[config.mk]
export PLATFORM = sky130hd
export DESIGN_NAME = lbm_frame_sched_flat
export DESIGN_NICKNAME = d
export VERILOG_FILES = /design/src/rtl/lbm_pkg.sv /design/src/rtl/lbm_frame_sched_if.sv /design/src/rtl/lbm_stream_monitor.sv /design/src/rtl/lbm_frame_sched.sv /design/src/flat_wrapper.sv
export SDC_FILE = /design/constraint.sdc
export NUM_CORES = 1
export LEC_CHECK = 0
export ABC_AREA = 1
export CAP_MARGIN = 10
export CORE_MARGIN = 2
export CORE_UTILIZATION = 45
export CTS_BUF_LIST = sky130_fd_sc_hd__clkbuf_16
export CTS_CLUSTER_DIAMETER = 100
export DETAILED_ROUTE_END_ITERATION = 10
export GPL_TIMING_DRIVEN = 0
export PLACE_DENSITY = 0.78
export SYNTH_ARGS = -nofsm -noshare
export SYNTH_HDL_FRONTEND = slang
export SYNTH_SLANG_ARGS = --single-unit
[constraint.sdc]
create_clock -name m00_axis_aclk -period 3.75 [get_ports m00_axis_aclk]
set_clock_uncertainty 0.1 [all_clocks]
set_input_delay 0.375 -clock m00_axis_aclk [delete_from_list [all_inputs] [get_ports m00_axis_aclk]]
set_output_delay 0.375 -clock m00_axis_aclk [all_outputs]
set_load 0.03 [all_outputs]
[src/rtl/lbm_pkg.sv]
// Shared types and constants for the LBM lattice pipeline.
package lbm_pkg;

  localparam int unsigned LBM_DEPTH          = 2500;
  localparam int unsigned LBM_DATA_W         = 16;
  localparam int unsigned LBM_DIRS           = 9;
  localparam int unsigned LBM_STREAM_W       = LBM_DATA_W * LBM_DIRS;
  localparam int unsigned LBM_EXPECTED_BEATS = 2500;
  localparam int unsigned LBM_BEAT_W         = 12;
  localparam int unsigned LBM_SPF_W          = 8;
  localparam int unsigned LBM_STALL_LIMIT    = 1023;
  localparam int unsigned LBM_FRAME_CNT_W    = 16;

  typedef enum logic [2:0] {
    IDLE,
    START,
    STEP_WAIT,
    SWITCH,
    FRAME,
    STREAM,
    RELEASE
  } lbm_state_t;

  // One stream beat: all nine distribution values of one lattice cell.
  typedef struct packed {
    logic [LBM_DIRS-1:0][LBM_DATA_W-1:0] f;
  } lbm_beat_t;

endpackage

[src/rtl/lbm_frame_sched_if.sv]
// Run control, compute handshake, stream snoop and status of the frame scheduler.
interface lbm_frame_sched_if
  import lbm_pkg::*;
#(
  parameter int unsigned SPF_W = LBM_SPF_W
);

  logic                       run;
  logic [SPF_W-1:0]           steps_per_frame;
  logic                       step_done;
  logic                       m00_axis_tvalid;
  logic                       m00_axis_tready;
  logic                       m00_axis_tlast;
  logic                       step_start;
  logic                       frame_ready;
  logic                       bram_sel;
  logic                       busy;
  logic [SPF_W-1:0]           step_count;
  logic [LBM_FRAME_CNT_W-1:0] frame_count;
  logic                       err_len;
  logic                       err_step;
  logic                       err_stall;

  // Scheduler view.
  modport master (
    input  run, steps_per_frame, step_done,
    input  m00_axis_tvalid, m00_axis_tready, m00_axis_tlast,
    output step_start, frame_ready, bram_sel, busy,
    output step_count, frame_count, err_len, err_step, err_stall
  );

  // Environment view: host, compute engine and readout side.
  modport slave (
    output run, steps_per_frame, step_done,
    output m00_axis_tvalid, m00_axis_tready, m00_axis_tlast,
    input  step_start, frame_ready, bram_sel, busy,
    input  step_count, frame_count, err_len, err_step, err_stall
  );

endinterface

[src/rtl/lbm_stream_monitor.sv]
// Snoops the readout stream: beat/stall counting and length/stall error flags.
module lbm_stream_monitor
  import lbm_pkg::*;
#(
  parameter int unsigned EXPECTED_BEATS = LBM_EXPECTED_BEATS,
  parameter int unsigned BEAT_W         = LBM_BEAT_W,
  parameter int unsigned STALL_LIMIT    = LBM_STALL_LIMIT
) (
  input  logic m00_axis_aclk,
  input  logic m00_axis_aresetn,
  input  logic clr,
  input  logic en,
  input  logic tvalid,
  input  logic tready,
  input  logic tlast,
  output logic last_beat_c,
  output logic err_len,
  output logic err_stall
);

  localparam int unsigned          STALL_W   = $clog2(STALL_LIMIT + 1);
  localparam logic [BEAT_W-1:0]    BEAT_EXP  = BEAT_W'(EXPECTED_BEATS);
  localparam logic [STALL_W-1:0]   STALL_MAX = STALL_W'(STALL_LIMIT);

  logic               beat_c;
  logic [BEAT_W-1:0]  beat_q, beat_d, beat_inc_c;
  logic [STALL_W-1:0] stall_q, stall_d;
  logic               err_len_q, err_len_d;
  logic               err_stall_q, err_stall_d;

  // Next-state for counters and sticky error flags.
  always_comb begin
    beat_c      = en & tvalid & tready;
    last_beat_c = beat_c & tlast;
    beat_inc_c  = (&beat_q) ? beat_q : beat_q + BEAT_W'(1);
    beat_d      = beat_q;
    stall_d     = stall_q;
    err_len_d   = err_len_q;
    err_stall_d = err_stall_q;
    if (clr) begin
      beat_d  = '0;
      stall_d = '0;
    end else if (beat_c) begin
      beat_d  = beat_inc_c;
      stall_d = '0;
      if (tlast && (beat_inc_c != BEAT_EXP)) err_len_d = 1'b1;
    end else if (en) begin
      if (stall_q != STALL_MAX) stall_d = stall_q + STALL_W'(1);
      if (stall_d == STALL_MAX) err_stall_d = 1'b1;
    end
  end

  // Counter and flag registers.
  always_ff @(posedge m00_axis_aclk or negedge m00_axis_aresetn) begin
    if (!m00_axis_aresetn) begin
      beat_q      <= '0;
      stall_q     <= '0;
      err_len_q   <= 1'b0;
      err_stall_q <= 1'b0;
    end else begin
      beat_q      <= beat_d;
      stall_q     <= stall_d;
      err_len_q   <= err_len_d;
      err_stall_q <= err_stall_d;
    end
  end

  assign err_len   = err_len_q;
  assign err_stall = err_stall_q;

endmodule

[src/rtl/lbm_frame_sched.sv]
// Top-level sequencer: compute steps, BRAM port hand-over and frame readout.
module lbm_frame_sched
  import lbm_pkg::*;
#(
  parameter int unsigned EXPECTED_BEATS = LBM_EXPECTED_BEATS,
  parameter int unsigned BEAT_W         = LBM_BEAT_W,
  parameter int unsigned SPF_W          = LBM_SPF_W,
  parameter int unsigned STALL_LIMIT    = LBM_STALL_LIMIT
) (
  input logic               m00_axis_aclk,
  input logic               m00_axis_aresetn,
  lbm_frame_sched_if.master bus
);

  lbm_state_t                 state_q, state_d;
  logic [SPF_W-1:0]           step_count_q, step_count_d;
  logic [SPF_W-1:0]           spf_q, spf_d;
  logic [LBM_FRAME_CNT_W-1:0] frame_count_q, frame_count_d;
  logic                       step_start_q, step_start_d;
  logic                       frame_ready_q, frame_ready_d;
  logic                       bram_sel_q, bram_sel_d;
  logic                       busy_q, busy_d;
  logic                       err_step_q, err_step_d;
  logic                       mon_clr_c, mon_en_c, last_beat_c;
  logic                       err_len_w, err_stall_w;

  lbm_stream_monitor #(
    .EXPECTED_BEATS (EXPECTED_BEATS),
    .BEAT_W         (BEAT_W),
    .STALL_LIMIT    (STALL_LIMIT)
  ) u_mon (
    .m00_axis_aclk    (m00_axis_aclk),
    .m00_axis_aresetn (m00_axis_aresetn),
    .clr              (mon_clr_c),
    .en               (mon_en_c),
    .tvalid           (bus.m00_axis_tvalid),
    .tready           (bus.m00_axis_tready),
    .tlast            (bus.m00_axis_tlast),
    .last_beat_c      (last_beat_c),
    .err_len          (err_len_w),
    .err_stall        (err_stall_w)
  );

  // Next-state and output decode; outputs follow the state one cycle later.
  always_comb begin
    state_d       = state_q;
    step_count_d  = step_count_q;
    spf_d         = spf_q;
    frame_count_d = frame_count_q;
    err_step_d    = err_step_q;
    step_start_d  = (state_q == START);
    frame_ready_d = (state_q == FRAME);
    bram_sel_d    = (state_q == SWITCH) || (state_q == FRAME) || (state_q == STREAM);
    busy_d        = (state_q != IDLE);
    mon_clr_c     = (state_q == FRAME);
    mon_en_c      = (state_q == STREAM);
    if (bus.step_done && (state_q != STEP_WAIT)) err_step_d = 1'b1;
    case (state_q)
      IDLE: if (bus.run) state_d = START;
      START: begin
        if (step_count_q == '0)
          spf_d = (bus.steps_per_frame == '0) ? SPF_W'(1) : bus.steps_per_frame;
        state_d = STEP_WAIT;
      end
      STEP_WAIT: begin
        if (bus.step_done) begin
          step_count_d = step_count_q + SPF_W'(1);
          if (step_count_d == spf_q) state_d = SWITCH;
          else if (bus.run)          state_d = START;
          else                       state_d = IDLE;
        end
      end
      SWITCH: state_d = FRAME;
      FRAME:  state_d = STREAM;
      STREAM: begin
        if (last_beat_c) begin
          frame_count_d = frame_count_q + LBM_FRAME_CNT_W'(1);
          state_d       = RELEASE;
        end
      end
      RELEASE: begin
        step_count_d = '0;
        state_d      = bus.run ? START : IDLE;
      end
      default: state_d = IDLE;
    endcase
  end

  // State and registered outputs.
  always_ff @(posedge m00_axis_aclk or negedge m00_axis_aresetn) begin
    if (!m00_axis_aresetn) begin
      state_q       <= IDLE;
      step_count_q  <= '0;
      spf_q         <= SPF_W'(1);
      frame_count_q <= '0;
      step_start_q  <= 1'b0;
      frame_ready_q <= 1'b0;
      bram_sel_q    <= 1'b0;
      busy_q        <= 1'b0;
      err_step_q    <= 1'b0;
    end else begin
      state_q       <= state_d;
      step_count_q  <= step_count_d;
      spf_q         <= spf_d;
      frame_count_q <= frame_count_d;
      step_start_q  <= step_start_d;
      frame_ready_q <= frame_ready_d;
      bram_sel_q    <= bram_sel_d;
      busy_q        <= busy_d;
      err_step_q    <= err_step_d;
    end
  end

  assign bus.step_start  = step_start_q;
  assign bus.frame_ready = frame_ready_q;
  assign bus.bram_sel    = bram_sel_q;
  assign bus.busy        = busy_q;
  assign bus.step_count  = step_count_q;
  assign bus.frame_count = frame_count_q;
  assign bus.err_len     = err_len_w;
  assign bus.err_step    = err_step_q;
  assign bus.err_stall   = err_stall_w;

endmodule

[src/flat_wrapper.sv]
// flat-port wrapper written by rule: the top's interface ports become plain ports
module lbm_frame_sched_flat import lbm_pkg::*;
#(
  parameter int unsigned EXPECTED_BEATS = LBM_EXPECTED_BEATS,
  parameter int unsigned BEAT_W         = LBM_BEAT_W,
  parameter int unsigned SPF_W          = LBM_SPF_W,
  parameter int unsigned STALL_LIMIT    = LBM_STALL_LIMIT
)
  (m00_axis_aclk, m00_axis_aresetn, bus_run, bus_steps_per_frame, bus_step_done, bus_m00_axis_tvalid, bus_m00_axis_tready, bus_m00_axis_tlast, bus_step_start, bus_frame_ready, bus_bram_sel, bus_busy, bus_step_count, bus_frame_count, bus_err_len, bus_err_step, bus_err_stall);
  lbm_frame_sched_if #(.SPF_W(SPF_W)) bus_i ();
  input logic m00_axis_aclk;
  input logic m00_axis_aresetn;
  input wire logic [$bits(bus_i.run)-1:0] bus_run;
  input wire logic [$bits(bus_i.steps_per_frame)-1:0] bus_steps_per_frame;
  input wire logic [$bits(bus_i.step_done)-1:0] bus_step_done;
  input wire logic [$bits(bus_i.m00_axis_tvalid)-1:0] bus_m00_axis_tvalid;
  input wire logic [$bits(bus_i.m00_axis_tready)-1:0] bus_m00_axis_tready;
  input wire logic [$bits(bus_i.m00_axis_tlast)-1:0] bus_m00_axis_tlast;
  output wire logic [$bits(bus_i.step_start)-1:0] bus_step_start;
  output wire logic [$bits(bus_i.frame_ready)-1:0] bus_frame_ready;
  output wire logic [$bits(bus_i.bram_sel)-1:0] bus_bram_sel;
  output wire logic [$bits(bus_i.busy)-1:0] bus_busy;
  output wire logic [$bits(bus_i.step_count)-1:0] bus_step_count;
  output wire logic [$bits(bus_i.frame_count)-1:0] bus_frame_count;
  output wire logic [$bits(bus_i.err_len)-1:0] bus_err_len;
  output wire logic [$bits(bus_i.err_step)-1:0] bus_err_step;
  output wire logic [$bits(bus_i.err_stall)-1:0] bus_err_stall;
  assign bus_i.run = bus_run;
  assign bus_i.steps_per_frame = bus_steps_per_frame;
  assign bus_i.step_done = bus_step_done;
  assign bus_i.m00_axis_tvalid = bus_m00_axis_tvalid;
  assign bus_i.m00_axis_tready = bus_m00_axis_tready;
  assign bus_i.m00_axis_tlast = bus_m00_axis_tlast;
  assign bus_step_start = bus_i.step_start;
  assign bus_frame_ready = bus_i.frame_ready;
  assign bus_bram_sel = bus_i.bram_sel;
  assign bus_busy = bus_i.busy;
  assign bus_step_count = bus_i.step_count;
  assign bus_frame_count = bus_i.frame_count;
  assign bus_err_len = bus_i.err_len;
  assign bus_err_step = bus_i.err_step;
  assign bus_err_stall = bus_i.err_stall;
  lbm_frame_sched #(.EXPECTED_BEATS(EXPECTED_BEATS), .BEAT_W(BEAT_W), .SPF_W(SPF_W), .STALL_LIMIT(STALL_LIMIT)) u_core (.m00_axis_aclk(m00_axis_aclk), .m00_axis_aresetn(m00_axis_aresetn), .bus(bus_i));
endmodule
==> flow_summary_export.csv <==
group,metric,value,unit
die,die_w,94.2,µm
sta,tightest_slew,0.805,ns
sta,hold_viol,0,
critical_path,cp_data_required_time,3.87,ns
synthesis,synth-main-ff-cell,"dfrtp_1",
global_routing,grt_pass1_wl,14800,µm
sta,setup_violations,0,
job,cap_viol_max_count,0,
synthesis,syn_area,3660,µm²
cells_and_area,stdcell_count,647,
status,status,"finished, final reports clean",
cells_and_area,area_delta_synth_final,23.4,%
sta,fin_setup_tns,0,ns
critical_path,cp-endpoint,"u_core.u_mon.err_len$_DFFE_PN0P_",
clock_network,clockBufferDepth,2,
cells_and_area,fin_nets,560,
detailed_routing,highest_layer,"met4",
synthesis,ys_warn_count,0,
clock_network,cts_buffers,9,
critical_path,rr_worst_depth,11,
pwr,power.total,2630,µW
global_routing,grt_overflow_total,0,
synthesis,postSynthSeqShare,0.438,
die,fp_util,0.469,
detailed_routing,wirelength,8500,µm
sta,min_period_over_period,0.573,
synthesis,async_reset_ff_frac,1.00,
[power by group through the flow]
stage,Sequential [µW],Combinational [µW],Clock [µW]
after floorplan,1070,459,0
final,973,868,788
after global routing,994,970,832
after global placement,975,830,0
after CTS,970,872,800
after detailed placement,979,864,0
[registers in the layout, summed over array words and instances (netlist names)]
name	count
u_core.bus.frame_count	16
u_core.u_mon.beat_q	12
u_core.u_mon.stall_q	10
u_core.bus.step_count	8
u_core.spf_q	8
u_core.state_q	3
u_core.bus.bram_sel	1
u_core.bus.busy	1
u_core.bus.err_step	1
u_core.bus.frame_ready	1
u_core.bus.step_start	1
u_core.u_mon.err_len	1
u_core.u_mon.err_stall	1
[area by class of cell]
type | instances | area [µm²]
repair buffers | 45 | 448
clock inverters | 7 | 55.1
inverters | 84 | 318
multi-input cells | 334 | 1730
plain buffers | 2 | 11.3
flip-flops and latches | 64 | 1600
fillers | 698 | 3290
clock buffers | 9 | 225
well taps | 102 | 128
[kinds of logic (layout without fill, tap and decap cells)]
kind of cell               after synthesis  in the layout  share of synthesized area
buffers and inverters                   86            147                     0.0899
AOI/OAI and AO/OA                       59             59                     0.0885
adders and majority gates                5              5                     0.0171
and+or+nand+nor                        252            252                      0.322
xor gates and xnor gates                18             18                     0.0451
DFF                                     64             64                      0.438
[cells in the final DEF, fill, tap and decap left out, types with 2 or more instances in the layout]
cell and n:
a21oi_1 3, a22o_1 2, buf_4 2, clkbuf_16 9
clkdlybuf4s50_1 44, clkinv_1 3, clkinv_2 2, dfrtp_1 63
ha_1 5, inv_1 82, inv_2 2, nand2_1 131
nand2_4 2, nand3_1 44, nand3_2 2, nand3b_1 3
nand4_1 11, nor2_1 38, nor2_2 2, nor2_8 2
nor3_1 6, nor4_1 2, o21ai_0 43, o22ai_1 8
xnor2_1 4, xor2_1 13
[critical path, stage by stage (launching register included)]
cell and delay (ns):
dfrtp_1 0.41, ha_1 0.28, nand2_1 0.14, nor2_2 0.20, nand3_2 0.14, buf_4 0.21
nand2_1 0.11, nand3_1 0.10, nor2_1 0.14, nand3_1 0.11, nand2_1 0.07, nand2_1 0.04
[cells in the mapped netlist, types with 2 or more instances]
cell	n	area, µm²
nor2_8	2	40.0
o22ai_1	8	50.1
nand4_1	11	68.8
dfrtp_1	63	1580
nor2_1	38	143
nand2_1	131	492
inv_1	80	300
nand3_1	44	220
nor3_1	6	30.0
xor2_1	13	114
nor2_2	2	12.5
o21ai_0	43	215
nand3_2	2	20.0
ha_1	5	62.6
inv_2	2	7.51
a22o_1	2	17.5
nand2_4	2	22.5
nor4_1	2	12.5
xnor2_1	4	35.0
a21oi_1	3	15.0
nand3b_1	3	22.5
[layer usage]
metal,up-vias,global-route usage
met4,0,0.0737
met5,-,0
li1,1676,-
met3,13,0.0353
met2,91,0.351
met1,1590,0.271
[metrics by stage]
step	instance area (µm²)	util	hold WS (ns)
after floorplan	3660	-	-0.0206
after global placement	4240	0.543	0.348
after detailed placement	4240	0.543	0.356
after CTS	4520	0.579	0.0817
after global routing	4520	0.579	0.125
final	4520	0.579	0.0521
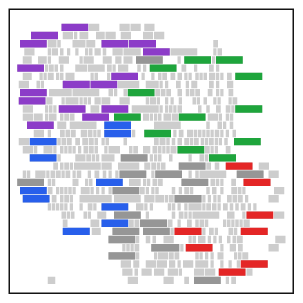
registers.png
Drawn at 3 px/µm. Other sequential cells in the stronger grey, the rest of the logic in the fainter grey.
`u_core.bus.step_count` -> red  # placed flops 8, where bottom right
`u_core.u_mon.beat_q` -> green  # placed flops 12
`u_core.u_mon.stall_q` -> blue  # placed flops 10
`u_core.bus.frame_count` -> purple  # placed flops 16

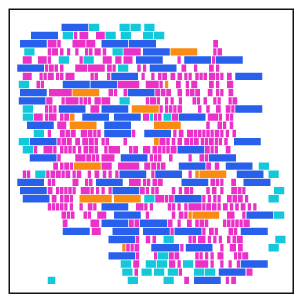
cell_classes.png
Drawn at 3 px/µm.
flip-flops -> blue  # cells 64, share of their area 37%
clock drivers and dummy loads -> orange  # cells 16, share of their area 6.4%
all other logic -> magenta  # cells 418, share of their area 47%
other buffers and delay cells -> cyan  # cells 47, share of their area 10%

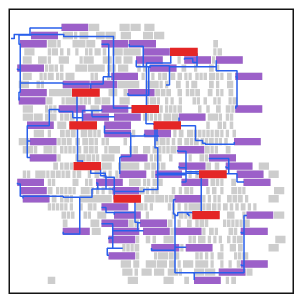
clock_map.png
Drawn at 3 px/µm.
clock wires -> blue  # length 847 µm
flip-flops -> purple  # count 64
cells driving clock nets -> red  # count 9
routed clock nets = 10

Power and IR drop assume default switching activity.
